`config.mk`:
```
export PLATFORM = sky130hd
export DESIGN_NAME = coord_addsub_pipe
export DESIGN_NICKNAME = d
export VERILOG_FILES = /design/src/rtl/coord_addsub_pipe.sv
export SDC_FILE = /design/constraint.sdc
export NUM_CORES = 1
export LEC_CHECK = 0
export CAP_MARGIN = 40
export CORE_MARGIN = 1
export CORE_UTILIZATION = 50
export DETAILED_ROUTE_END_ITERATION = 8
export GPL_TIMING_DRIVEN = 0
export PLACE_DENSITY = 0.86
export SETUP_SLACK_MARGIN = 0.02
export SKIP_CTS_REPAIR_TIMING = 1
export SLEW_MARGIN = 5
export SYNTH_ARGS = -nofsm -noshare
export SYNTH_HDL_FRONTEND = slang
export SYNTH_SLANG_ARGS = --single-unit
```
`constraint.sdc`:
```
create_clock -name clk -period 1.95 [get_ports clk]
set_input_delay 0.39 -clock clk [delete_from_list [all_inputs] [get_ports clk]]
set_output_delay 0.39 -clock clk [all_outputs]
set_load 0.03 [all_outputs]
```
`src/rtl/coord_addsub_pipe.sv`:
```
// coord_addsub_pipe
//   Two-stage pipelined modular add/subtract for snake-grid coordinates.
//   Operands and results live in 0..LIMIT-1. Results wrap modulo LIMIT.
//   Stage 1 registers the raw WIDTH+1 bit sum/difference, the borrow flag
//   and the operand range check. Stage 2 applies the modular correction and
//   drives the output registers. The whole pipe advances when the output
//   slot is empty or is being taken, so bubbles are squeezed out.
//
// Parameters
//   WIDTH  operand/result width in bits
//   LIMIT  grid dimension, 2 <= LIMIT <= 2**WIDTH
//
// Build option
//   COORD_ADDSUB_SAT_EN  when defined, an overflowing add clamps to LIMIT-1
//                        and an underflowing subtract clamps to 0. wrap then
//                        flags the clamp. Handshake and range_err unchanged.
//
// Ports
//   clk        rising-edge clock
//   reset_n    synchronous active-low reset
//   in_valid   operand transaction valid
//   in_ready   unit accepts a transaction this cycle
//   a, b       operands (a - b or a + b)
//   sub        1 = subtract, 0 = add
//   out_valid  result valid
//   out_ready  downstream accepts the result
//   result     modular result
//   wrap       result crossed the grid edge (or was clamped)
//   range_err  an operand was >= LIMIT; result and wrap forced to 0
module coord_addsub_pipe #(
  parameter int WIDTH = 5,
  parameter int LIMIT = 32
) (
  input  logic             clk,
  input  logic             reset_n,
  input  logic             in_valid,
  output logic             in_ready,
  input  logic [WIDTH-1:0] a,
  input  logic [WIDTH-1:0] b,
  input  logic             sub,
  output logic             out_valid,
  input  logic             out_ready,
  output logic [WIDTH-1:0] result,
  output logic             wrap,
  output logic             range_err
);

  localparam logic [WIDTH:0] LIM = (WIDTH+1)'(LIMIT);
`ifdef COORD_ADDSUB_SAT_EN
  localparam logic [WIDTH-1:0] LIM_M1 = WIDTH'(LIMIT - 1);
`else
  // Low WIDTH bits of LIMIT. For LIMIT = 2**WIDTH this is zero, which makes
  // the correction a no-op and gives native wrap-around.
  localparam logic [WIDTH-1:0] LIM_LO = WIDTH'(LIMIT);
`endif

  // Stage 1 registers
  logic             r_s1_valid;
  logic [WIDTH:0]   r_s1_raw;
  logic             r_s1_sub;
  logic             r_s1_borrow;
  logic             r_s1_rerr;

  // Output (stage 2) registers
  logic             r_out_valid;
  logic [WIDTH-1:0] r_result;
  logic             r_wrap;
  logic             r_rerr;

  logic             w_advance;
  logic             w_in_fire;
  logic [WIDTH:0]   w_a_ext;
  logic [WIDTH:0]   w_b_ext;
  logic [WIDTH:0]   w_raw;
  logic             w_rerr;
  logic             w_borrow;
  logic [WIDTH-1:0] w_res;
  logic             w_wrap;
`ifndef COORD_ADDSUB_SAT_EN
  logic [WIDTH-1:0] w_sum_minus;
`endif

  // Handshake. in_ready is forced low while reset is asserted so nothing
  // is accepted into a pipe that is about to be cleared.
  assign w_advance = !r_out_valid || out_ready;
  assign in_ready  = w_advance && reset_n;
  assign w_in_fire = in_valid && in_ready;

  // Stage 1 combinational
  assign w_a_ext  = {1'b0, a};
  assign w_b_ext  = {1'b0, b};
  assign w_raw    = sub ? (w_a_ext - w_b_ext) : (w_a_ext + w_b_ext);
  assign w_rerr   = (w_a_ext >= LIM) || (w_b_ext >= LIM);
  assign w_borrow = sub && (a < b);

`ifndef COORD_ADDSUB_SAT_EN
  // raw - LIMIT modulo 2**WIDTH only needs the low bits of both terms.
  assign w_sum_minus = r_s1_raw[WIDTH-1:0] - LIM_LO;
`endif

  // Stage 2 correction. Both operands are below LIMIT, so a single
  // add/subtract of LIMIT always lands back in range.
  always_comb begin
    w_res  = r_s1_raw[WIDTH-1:0];
    w_wrap = 1'b0;
    if (r_s1_rerr) begin
      w_res  = '0;
      w_wrap = 1'b0;
    end else if (r_s1_sub) begin
      if (r_s1_borrow) begin
        w_wrap = 1'b1;
`ifdef COORD_ADDSUB_SAT_EN
        w_res  = '0;
`else
        // Truncating raw+LIMIT to WIDTH bits undoes the two's-complement
        // borrow and yields the modular difference.
        w_res  = r_s1_raw[WIDTH-1:0] + LIM_LO;
`endif
      end
    end else if (r_s1_raw >= LIM) begin
      w_wrap = 1'b1;
`ifdef COORD_ADDSUB_SAT_EN
      w_res  = LIM_M1;
`else
      w_res  = w_sum_minus;
`endif
    end
  end

  always_ff @(posedge clk) begin
    if (!reset_n) begin
      r_s1_valid  <= 1'b0;
      r_s1_raw    <= '0;
      r_s1_sub    <= 1'b0;
      r_s1_borrow <= 1'b0;
      r_s1_rerr   <= 1'b0;
      r_out_valid <= 1'b0;
      r_result    <= '0;
      r_wrap      <= 1'b0;
      r_rerr      <= 1'b0;
    end else if (w_advance) begin
      r_s1_valid  <= w_in_fire;
      if (w_in_fire) begin
        r_s1_raw    <= w_raw;
        r_s1_sub    <= sub;
        r_s1_borrow <= w_borrow;
        r_s1_rerr   <= w_rerr;
      end
      r_out_valid <= r_s1_valid;
      // Output data only moves when a real transaction arrives; bubbles
      // leave the last result in place.
      if (r_s1_valid) begin
        r_result <= w_res;
        r_wrap   <= w_wrap;
        r_rerr   <= r_s1_rerr;
      end
    end
  end

  assign out_valid = r_out_valid;
  assign result    = r_result;
  assign wrap      = r_wrap;
  assign range_err = r_rerr;

endmodule

```
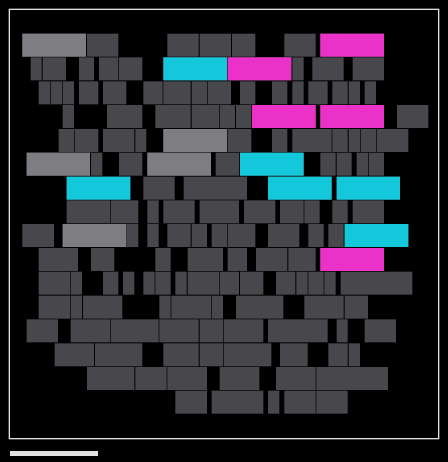
(images/registers.png)
Bar = 10 um. Other sequential cells in the stronger grey, the rest of the logic in the fainter grey.
Cyan stands for `r_s1_raw`, flops 6. Magenta stands for `result`, flops 5.
Another 5 sequential cells are not coloured.
FF/Latch Area: 320 um2
Seq area share: 22.1%
Finished Core Util: 71.7%
sequential power: 0.359 mW

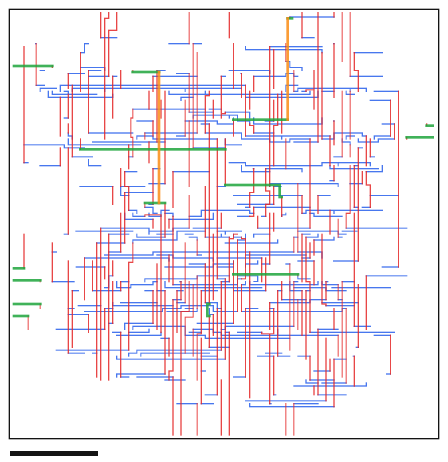
(images/metal_stack.png)
Bar = 10 um.
Orange stands for met4, wire length 26.5 um. Blue stands for met1, wire length 1020 um. Green stands for met3, wire length 62.1 um. Red stands for met2, wire length 1100 um.
vias: 950
Routed WL per cell: 12.4 um

==> flow_summary.toml <==
# physical design summary
[place]
hpwlAfterDp_um = 1730
io_buffers = 22
place_area_um2 = 1350

[logic_synthesis]
synth_top_cell_by_count = "dfxtp_1"
synthTopCellsByArea = "dfxtp_1 29%, ha_1 11%, a21oi_1 5.9%"
ys_area_um2 = 1100
netlist_instances = 122
top_cells_by_count = "16 x dfxtp_1, 13 x a21oi_1, 10 x ha_1, 10 x inv_1, 10 x nor2_1"
adder_share_pct = 15.0
synth_cell_types = 40
yosys_warnings = 0
ys_sh_simple_pct = 22.4
ys_cells = 122
top_cell_area_share_pct = 29.1
xor_area_share_pct = 0.796
syn_avg_cell_area_um2 = 9.01
synth-seq-cells = 16
ys.flop_type = "dfxtp_1"
synth_area_um2 = 1100
synth_seq_share_pct = 29.1

[timing]
fmax_mhz = 533
finalSetupViolations = 0
fin_ws_ns = 0.0744
whs_ns = 0.458
hold_viol = 0
clock_skew_ns = 0.00718
slew_violations = 0

[worst_setup_path]
cp.required_ns = 2.14
r2r_setup_slack_ns = 0.79
crit_family = "buffers and inverters"
path_cells = "clkdlybuf4s50_1 -> inv_1 -> ha_1 -> buf_6 -> a21oi_1 -> o21ai_2 -> mux2i_1 -> a311o_1"
arrival_ns = 2.06
crit_path_end_kind = "flip-flop"
crit_type = "in -> reg"
worst_path_largest_cell_delay_ns = 0.49
startpoint = "b[2]"
reg2reg_depth = 5
rr_startpoint = "out_valid"
crit_end = "r_s1_raw[3]"
rr_endpoint = "r_s1_raw[5]"
cp.depth = 8
worst_setup_path_start_kind = "primary input"

[global_routing]
grtUsageMet1_pct = 25.6
grt_pass1_vias = 915
grt.busiest_layer = "met2"
grt.overflow.total = 0
antenna_found_initial = 0
gr-usage-met3_pct = 4.98

[final_layout]
drive_above_1_share_pct = 22.5
comb_area_share_pct = 48.6
combGateArea_um2 = 704
clock_cell_area_share_pct = 2.50
fin_area_um2 = 1450
mostFrequentLayoutCells = "18 x clkdlybuf4s50_1, 16 x dfxtp_1, 13 x a21oi_1"
largest_class = "logic gates"
nMultiInputCombCells = 88
n_antenna_cell = 0
syn_to_final_growth_pct = 31.7
nClkBuffers = 4
nets = 179
buffers = 33

[power]
p_leak_nw = 0.634
powerDensity_nw_per_um2 = 572
ir_worst_vdd_uv = 599

[run]
maxCapViolations = 0
warning_count = 31

[drt]
routed_wirelength_um = 2210
first_pass_iters = 4
ant_nets = 0

[worst_hold_path]
hold_start = "result[2]"
holdPathStages = 2
hp-class = "reg -> reg"
holdPathEnd = "result[2]"

[cts]
cts_root_buf = "clkbuf_4"
cts_max_path_buffers = 2
clock_sinks = 16
cts_tree = "done"
numCtsBuffers = 3
clk_latency_ns = 0.29

[floorplan]
core_um2 = 2020
die_h_um = 48.9
fp_util_pct = 54.4
chip_area_um2 = 2390

[status]
status = "finished, final reports clean"
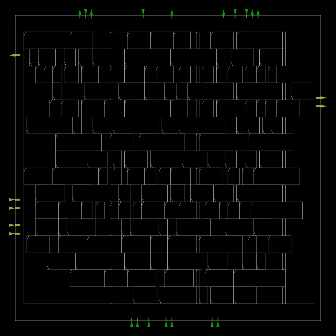
(images/final_placement.png)
flop count: 16
Fillers: 159
tapcell count: 27

per-stage QoR:
step                setup TNS [ns]  instances
finish                           0        178
global route                     0        178
CTS                         -0.683        175
detailed placement           -1.94        171
global placement             -1.72        171
floorplan                        0        122
power breakdown:
group | total [mW] | switching, mW | internal, mW
combinational | 0.253 | 0.132 | 0.121
sequential | 0.359 | 0.0106 | 0.349
clock | 0.217 | 0.103 | 0.114
total | 0.829 | 0.245 | 0.584
routing by layer:
layer,wire length (um),share of wire [%]
met4,26,1.2
met3,62,2.8
met2,1100,50
met1,1020,46
met5,0,0
registers in the layout, indices dropped and copies added, names as in the netlist:
name and count:
r_s1_valid 1, result 5, r_s1_sub 1, r_s1_borrow 1, wrap 1, r_s1_raw 6, out_valid 1
Power figures rest on the tool's default switching activity, not on a simulated workload.
